[src/rtl/uart_rx_core_if.sv]
// Frame handshake between the UART receive engine and its bus-side consumer.
interface uart_rx_core_if #(
   parameter int unsigned DATA_BITS = 8
);
   logic [DATA_BITS-1:0] data;
   logic                 valid;
   logic                 ready;
   logic                 parity_error;
   logic                 framing_error;
   logic                 overrun;

   // Receive engine side: produces frames, observes consumer acceptance.
   modport master (
      output data, valid, parity_error, framing_error, overrun,
      input  ready
   );

   // Consumer side: takes frames and drives acceptance.
   modport slave (
      input  data, valid, parity_error, framing_error, overrun,
      output ready
   );
endinterface

[src/rtl/uart_rx_core.sv]
// UART receive engine: synchronises rx, finds the start bit, majority-samples
// each bit around mid-period on the oversample strobe, checks parity/stop and
// hands completed frames to the consumer over a valid/ready interface.
module uart_rx_core #(
   parameter int unsigned DATA_BITS   = 8,
   parameter int unsigned OVERSAMPLE  = 16,
   parameter bit          PARITY_EN   = 1'b0,
   parameter bit          PARITY_ODD  = 1'b0,
   parameter int unsigned SYNC_STAGES = 2
) (
   input  logic           clk,
   input  logic           rst,
   input  logic           sync_reset_i,
   input  logic           rx_tick_i,
   input  logic           rx_i,
   output logic           busy_o,
   uart_rx_core_if.master frame_o
);

   localparam int unsigned TICK_W = $clog2(OVERSAMPLE);
   localparam int unsigned BIT_W  = $clog2(DATA_BITS);
   localparam int unsigned HALF   = OVERSAMPLE / 2;

   localparam logic [TICK_W-1:0] TICK_PRE  = TICK_W'(HALF - 1);
   localparam logic [TICK_W-1:0] TICK_MID  = TICK_W'(HALF);
   localparam logic [TICK_W-1:0] TICK_POST = TICK_W'(HALF + 1);
   localparam logic [TICK_W-1:0] TICK_LAST = TICK_W'(OVERSAMPLE - 1);
   localparam logic [BIT_W-1:0]  BIT_LAST  = BIT_W'(DATA_BITS - 1);

   typedef enum logic [2:0] {
      ST_IDLE,
      ST_START,
      ST_DATA,
      ST_PARITY,
      ST_STOP,
      ST_BREAK
   } state_t;

   state_t                 state_q, state_d;
   logic [TICK_W-1:0]      tick_q, tick_d;
   logic [BIT_W-1:0]       bit_q, bit_d;
   logic [DATA_BITS-1:0]   shift_q, shift_d;
   logic [1:0]             samp_q, samp_d;
   logic                   pbit_q, pbit_d;
   logic [SYNC_STAGES-1:0] sync_q;
   logic                   busy_q, busy_d;
   logic [DATA_BITS-1:0]   data_q, data_d;
   logic                   valid_q, valid_d;
   logic                   perr_q, perr_d;
   logic                   ferr_q, ferr_d;
   logic                   ovr_q, ovr_d;

   logic                   rx_sync;
   logic                   maj_c;
   logic                   complete_c;
   logic                   stop_bit_c;

   // Metastability synchroniser for the asynchronous serial line; idles high.
   always_ff @(posedge clk or posedge rst) begin
      if (rst) begin
         sync_q <= '1;
      end else if (sync_reset_i) begin
         sync_q <= '1;
      end else begin
         sync_q <= {sync_q[SYNC_STAGES-2:0], rx_i};
      end
   end

   assign rx_sync = sync_q[SYNC_STAGES-1];

   // Two-of-three vote over the samples at mid-1, mid and the current mid+1 tick.
   assign maj_c = (samp_q[0] & samp_q[1]) | (samp_q[0] & rx_sync) | (samp_q[1] & rx_sync);

   // Frame FSM next state; everything advances only on oversample ticks.
   always_comb begin
      state_d    = state_q;
      tick_d     = tick_q;
      bit_d      = bit_q;
      shift_d    = shift_q;
      samp_d     = samp_q;
      pbit_d     = pbit_q;
      complete_c = 1'b0;
      stop_bit_c = 1'b1;

      if (rx_tick_i) begin
         if (state_q != ST_IDLE) begin
            tick_d = tick_q + TICK_W'(1);
            if (tick_q == TICK_PRE) samp_d[0] = rx_sync;
            if (tick_q == TICK_MID) samp_d[1] = rx_sync;
         end

         case (state_q)
            ST_IDLE: begin
               // The detecting tick is tick 0, so the next tick is 1.
               if (!rx_sync) begin
                  state_d = ST_START;
                  tick_d  = TICK_W'(1);
               end
            end
            ST_START: begin
               if (tick_q == TICK_POST && maj_c) begin
                  state_d = ST_IDLE;
                  tick_d  = '0;
               end else if (tick_q == TICK_LAST) begin
                  state_d = ST_DATA;
                  bit_d   = '0;
               end
            end
            ST_DATA: begin
               if (tick_q == TICK_POST) shift_d = {maj_c, shift_q[DATA_BITS-1:1]};
               if (tick_q == TICK_LAST) begin
                  if (bit_q == BIT_LAST) begin
                     state_d = PARITY_EN ? ST_PARITY : ST_STOP;
                  end else begin
                     bit_d = bit_q + BIT_W'(1);
                  end
               end
            end
            ST_PARITY: begin
               if (tick_q == TICK_POST) pbit_d = maj_c;
               if (tick_q == TICK_LAST) state_d = ST_STOP;
            end
            ST_STOP: begin
               if (tick_q == TICK_POST) begin
                  complete_c = 1'b1;
                  stop_bit_c = maj_c;
                  state_d    = maj_c ? ST_IDLE : ST_BREAK;
                  tick_d     = '0;
               end
            end
            ST_BREAK: begin
               // A line held low must return high before a new start is accepted.
               if (rx_sync) begin
                  state_d = ST_IDLE;
                  tick_d  = '0;
               end
            end
            default: begin
               state_d = ST_IDLE;
               tick_d  = '0;
            end
         endcase
      end

      busy_d = (state_d != ST_IDLE);
   end

   // Output frame register: load on completion unless an unaccepted frame is held.
   always_comb begin
      data_d  = data_q;
      valid_d = valid_q;
      perr_d  = perr_q;
      ferr_d  = ferr_q;
      ovr_d   = ovr_q;

      if (valid_q && frame_o.ready) begin
         valid_d = 1'b0;
         ovr_d   = 1'b0;
      end

      if (complete_c) begin
         if (!valid_q || frame_o.ready) begin
            data_d  = shift_q;
            valid_d = 1'b1;
            perr_d  = PARITY_EN & ((^shift_q) ^ pbit_q ^ PARITY_ODD);
            ferr_d  = ~stop_bit_c;
         end else begin
            ovr_d = 1'b1;
         end
      end
   end

   // State, counters and output registers.
   always_ff @(posedge clk or posedge rst) begin
      if (rst) begin
         state_q <= ST_IDLE;
         tick_q  <= '0;
         bit_q   <= '0;
         shift_q <= '0;
         samp_q  <= '0;
         pbit_q  <= 1'b0;
         busy_q  <= 1'b0;
         data_q  <= '0;
         valid_q <= 1'b0;
         perr_q  <= 1'b0;
         ferr_q  <= 1'b0;
         ovr_q   <= 1'b0;
      end else if (sync_reset_i) begin
         state_q <= ST_IDLE;
         tick_q  <= '0;
         bit_q   <= '0;
         shift_q <= '0;
         samp_q  <= '0;
         pbit_q  <= 1'b0;
         busy_q  <= 1'b0;
         data_q  <= '0;
         valid_q <= 1'b0;
         perr_q  <= 1'b0;
         ferr_q  <= 1'b0;
         ovr_q   <= 1'b0;
      end else begin
         state_q <= state_d;
         tick_q  <= tick_d;
         bit_q   <= bit_d;
         shift_q <= shift_d;
         samp_q  <= samp_d;
         pbit_q  <= pbit_d;
         busy_q  <= busy_d;
         data_q  <= data_d;
         valid_q <= valid_d;
         perr_q  <= perr_d;
         ferr_q  <= ferr_d;
         ovr_q   <= ovr_d;
      end
   end

   assign busy_o                = busy_q;
   assign frame_o.data          = data_q;
   assign frame_o.valid         = valid_q;
   assign frame_o.parity_error  = perr_q;
   assign frame_o.framing_error = ferr_q;
   assign frame_o.overrun       = ovr_q;

endmodule

[src/flat_wrapper.sv]
// flat-port wrapper written by rule: the top's interface ports become plain ports
module uart_rx_core_flat 
#(
   parameter int unsigned DATA_BITS   = 8,
   parameter int unsigned OVERSAMPLE  = 16,
   parameter bit          PARITY_EN   = 1'b0,
   parameter bit          PARITY_ODD  = 1'b0,
   parameter int unsigned SYNC_STAGES = 2
)
  (clk, rst, sync_reset_i, rx_tick_i, rx_i, busy_o, frame_o_data, frame_o_valid, frame_o_parity_error, frame_o_framing_error, frame_o_overrun, frame_o_ready);
  uart_rx_core_if #(.DATA_BITS(DATA_BITS)) frame_o_i ();
  input  logic clk;
  input  logic rst;
  input  logic sync_reset_i;
  input  logic rx_tick_i;
  input  logic rx_i;
  output logic busy_o;
  output wire logic [$bits(frame_o_i.data)-1:0] frame_o_data;
  output wire logic [$bits(frame_o_i.valid)-1:0] frame_o_valid;
  output wire logic [$bits(frame_o_i.parity_error)-1:0] frame_o_parity_error;
  output wire logic [$bits(frame_o_i.framing_error)-1:0] frame_o_framing_error;
  output wire logic [$bits(frame_o_i.overrun)-1:0] frame_o_overrun;
  input wire logic [$bits(frame_o_i.ready)-1:0] frame_o_ready;
  assign frame_o_data = frame_o_i.data;
  assign frame_o_valid = frame_o_i.valid;
  assign frame_o_parity_error = frame_o_i.parity_error;
  assign frame_o_framing_error = frame_o_i.framing_error;
  assign frame_o_overrun = frame_o_i.overrun;
  assign frame_o_i.ready = frame_o_ready;
  uart_rx_core #(.DATA_BITS(DATA_BITS), .OVERSAMPLE(OVERSAMPLE), .PARITY_EN(PARITY_EN), .PARITY_ODD(PARITY_ODD), .SYNC_STAGES(SYNC_STAGES)) u_core (.clk(clk), .rst(rst), .sync_reset_i(sync_reset_i), .rx_tick_i(rx_tick_i), .rx_i(rx_i), .busy_o(busy_o), .frame_o(frame_o_i));
endmodule
[config.mk]
export PLATFORM = sky130hd
export DESIGN_NAME = uart_rx_core_flat
export DESIGN_NICKNAME = d
export VERILOG_FILES = /design/src/rtl/uart_rx_core_if.sv /design/src/rtl/uart_rx_core.sv /design/src/flat_wrapper.sv
export SDC_FILE = /design/constraint.sdc
export NUM_CORES = 1
export LEC_CHECK = 0
export ABC_AREA = 0
export CORE_MARGIN = 2
export CORE_UTILIZATION = 32
export CTS_CLUSTER_DIAMETER = 50
export DETAILED_ROUTE_END_ITERATION = 12
export HOLD_SLACK_MARGIN = 0.06
export MAX_ROUTING_LAYER = met4
export PLACE_DENSITY = 0.58
export RECOVER_POWER = 25
export SLEW_MARGIN = 40
export SYNTH_ARGS = -nofsm -noshare
export SYNTH_HDL_FRONTEND = slang
export SYNTH_SLANG_ARGS = --single-unit
[constraint.sdc]
create_clock -name clk -period 4.25 [get_ports clk]
set_input_delay 0.85 -clock clk [delete_from_list [all_inputs] [get_ports clk]]
set_output_delay 0.85 -clock clk [all_outputs]
set_load 0.02 [all_outputs]
Figure 1. Clock routing.
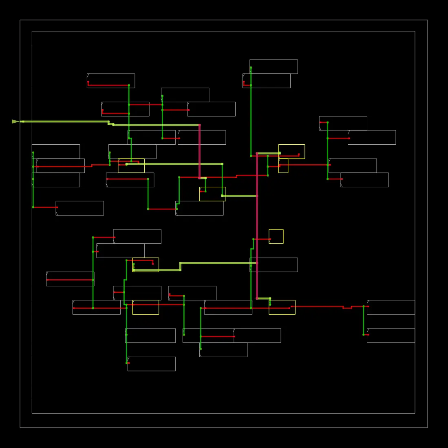
clock buffers: 6
Flops: 34
Setup Skew: 0.00927 ns
power in the clock group: 0.000256 W
Clk Latency, worst-skew pair: 0.29 ns

Figure 2. Clock distribution.
(6 px per µm)
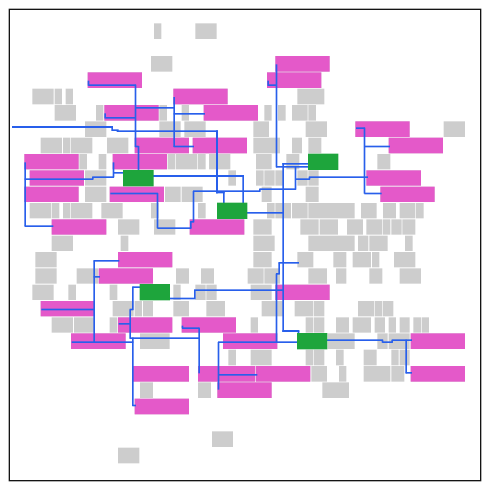
- clock wires: blue (length 501 µm)
- flip-flops: magenta (count 34)
- cells driving clock nets: green (count 5)
- routed clock nets: 6

Figure 3. Routed metal, one color a layer.
(4 px per µm)
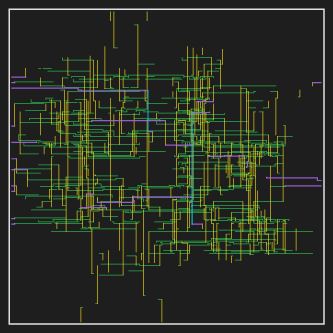
- met1: green (wire length 1910 µm)
- met2: yellow (wire length 1520 µm)
- met4: cyan (wire length 38.1 µm)
- met3: purple (wire length 161 µm)

Figure 4. Gate families picked out.
(4 px per µm)
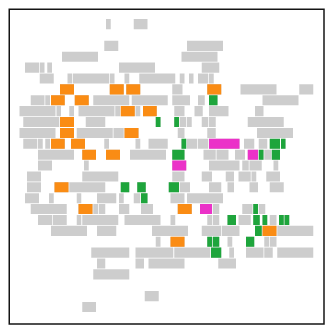
- NAND gates: green (cells 24; most used nand2_1)
- multiplexers: orange (cells 20; most used mux2i_1)
- AND-OR and OR-AND gates: magenta (cells 4)

==> deck_impl_summary.md <==
Flow Results at a Glance

STA
  – TNS Setup: 0 ns
  – Max transition margin: -24.1%
  – RSZ-0062 raised after global routing: false
  – Worst setup margin: roughly 1.5 ns
  – Setup violators final: 0
  – Worst-margin pin slew: between 1.5 and 2 ns
  – Hold WS: 0.531 ns
  – Min Clock Period, post-route: between 2 and 3 ns
  – Final Hold Fails: 0
  – Max Clk Rate: 367 MHz
  – Final period util: roughly 64%
  – Slew Viols, Final: 35

Setup path
  – CP peak stage delay: ~1.3 ns
  – Worst path bufs/invs: 3
  – R2r setup slk: ~2.0 ns
  – Max Fanout on Critical Path: 34
  – WP data required: between 4 and 5 ns
  – Crit Reg-Reg Endpoint: u_core.frame_o.data[3]
  – Critical path class: in2async
  – Number of cells on the worst reg-to-reg path: 4
  – Worst r2r src: u_core.state_q[2]
  – Worst setup path end: u_core.tick_q[2]
  – WP data arrival: 2.77 ns
  – Crit path from: rst
  – Crit-path cells: dlygate4sd3_1 -> inv_1 -> clkbuf_1
  – Kind of end point of the critical path: asynchronous set/reset pin
  – Startpoint Class: input pin
  – Critical path depth in cells: 3
  – Slowest CP cell: clkbuf_1

Final layout
  – Area-dominant class: flip-flops and latches
  – Commonest Layout Cell: dfrtp_1
  – Multi-input combinational area share: approximately two fifths
  – NonClk Buf Share: under 10%
  – Inverters: 4
  – Multi-input gates: around 120
  – Final Util: a little under 40%
  – Clock-cell share: 4.57%
  – Most numerous logic cells after layout: dfrtp_1, nor2_1, mux2i_1
  – Area of the multi-input gates: about 840 µm²
  – Nonclk buf count: 19
  – Post-route insts no fill: around 260
  – N_diodes: 0
  – Layout Area Growth over Synthesis: 17.6%
  – Fillers: approximately 560
  – Final Cell Area: between 2000 and 2500 µm²
  – Flop share of the area: between 40% and 50%
  – Register Area: roughly 850 µm²
  – Nets: 199

Power
  – Pwr/cell area: ~300 nW/µm²
  – Top pwr grp: sequential cells
  – Leak: about 1.0 nW
  – Clock power share: between 40% and 50%
  – Seq pwr share: 53.3%
  – Design internal power: approximately 0.00047 W
  – Sw frac: between 20% and 30%
  – P_comb: roughly 0.000033 W
  – Max IR drop VDD: roughly 0.00020 V
  – Total power: approximately 0.00062 W
  – Part of the power in combinational logic: 5.4%
  – Seq pwr: 0.000330 W
  – Psw: between 0.00015 and 0.0002 W

Synthesis
  – Yosys chip area: 1770 µm²
  – Most frequent cell after synthesis: dfrtp_1
  – Adder-cell share of the synthesized area: slightly above 4%
  – Top cells by count: dfrtp_1, nor2_1, mux2i_1, nand2_1
  – Mapped Cells: 173
  – Ys flops: 34
  – Post-synthesis xor/xnor area fraction: less than 1%
  – Yosys cell types: ~46
  – EDFF count, synth: 0
  – Async SR Flop Fraction: 100%
  – Register share after synthesis: roughly half
  – Ys flop type: dfrtp_1
  – Synth area leader: dfrtp_1
  – Synth area leaders: dfrtp_1, mux2i_1, nor2_1, ha_1, dfstp_2
  – Comb area leader: simple AND/OR/NAND/NOR gates
  – Simple share: 22.1%
  – Yosys cell count: approximately 170
  – Top cell area share: ~45%
  – Mux area share: a little under an eighth
  – AND-OR/OR-AND share of the synthesized area: a little under a tenth
  – Synth Cell Area: about 1800 µm²
  – Syn nets: 184
  – YS warnings: 0
  – Synth Area per Inst: roughly 10 µm²

GRT
  – Met2 Resource Use GR: about 18%
  – GR Util met3: roughly 5.1%
  – Grt met1 use: between 10% and 20%
  – GRT Total Usage: 13.1%
  – Vias in the first global route: between 1000 and 1500
  – Global-route wire length before repair: around 6.1 mm
  – Antenna violations before repair: 0
  – GR peak layer: met1
  – Congestion Overflow GR: 0
  – Pin count of the biggest net entering global routing: 35

Clocking
  – Post-CTS Setup Inserts: 0
  – Clock slew at reported path FFs: approximately 0.070 ns
  – CTS tree: yes
  – CTS Root Cell: clkbuf_8
  – # resized after CTS: 0
  – Total CTS buffers: 5
  – CTS Hold Bufs: 0
  – Num Clock Sinks: 34
  – Max clock buf depth: 2
  – H-tree levels: 2

Placed design
  – Cells after DPL: 253
  – Dpl cell area: between 1500 and 2000 µm²
  – Port Buf Inserts: 17
  – DP Worst Slack: 1.43 ns
  – GP Congestion: 0.794
  – Hpwl dp: 2.46 mm

Floorplan
  – Die height: slightly below 80 µm
  – FP Core Util: 32.7%
  – Die width: between 70 and 80 µm
  – Ports: 19
  – Chip area: slightly above 6000 µm²
  – Tap Cells: just over 70
  – Core Footprint: around 5400 µm²
  – Cell row count: 27

Min path
  – Worst hold path class: reg2reg

Route
  – Routed wl met3: roughly 160 µm
  – Routed via count: ~1300
  – Highest metal used: met4
  – DRC viols: 0
  – Antenna viol nets, final: 0
  – Avg WL per Cell: roughly 14 µm
  – First-pass detailed-route iteration total: 4
  – Met2 Routed Length: between 1.5 and 2 mm
  – Routed metal-1 wirelength: around 1.9 mm
  – Drt total wl: between 3 and 4 mm
  – Vias per std cell: ~5

Status
  – Outcome: complete, but fails checks
  – Failing checks: capacitance limit, slew limit

Job
  – Max-Cap Viols: 1
  – Tool Warnings: 28
## worst min-delay path by stage
stage | startpoint | depth (start not counted) | endpoint
2_1_floorplan | u_core.shift_q[0] | 2 | u_core.frame_o.data[0]
3_5_place_dp | u_core.frame_o.data[1] | 2 | u_core.frame_o.data[1]
5_1_grt | u_core.frame_o.data[5] | 2 | u_core.frame_o.data[5]
4_1_cts | u_core.frame_o.data[1] | 2 | u_core.frame_o.data[1]
3_3_place_gp | u_core.samp_q[0] | 2 | u_core.samp_q[0]
6_report | u_core.frame_o.data[1] | 2 | u_core.frame_o.data[1]
## logic make-up (layout without fill, tap and decap cells)
group           count (synthesis)  after routing
buf+inv                        15             31
mux                            20             20
other cells                     1              1
flops                          34             34
simple gates                   73             73
compound gates                 23             23
xor+xnor                        1              1
fa+ha+maj                       6              6
Power and IR drop assume default switching activity.
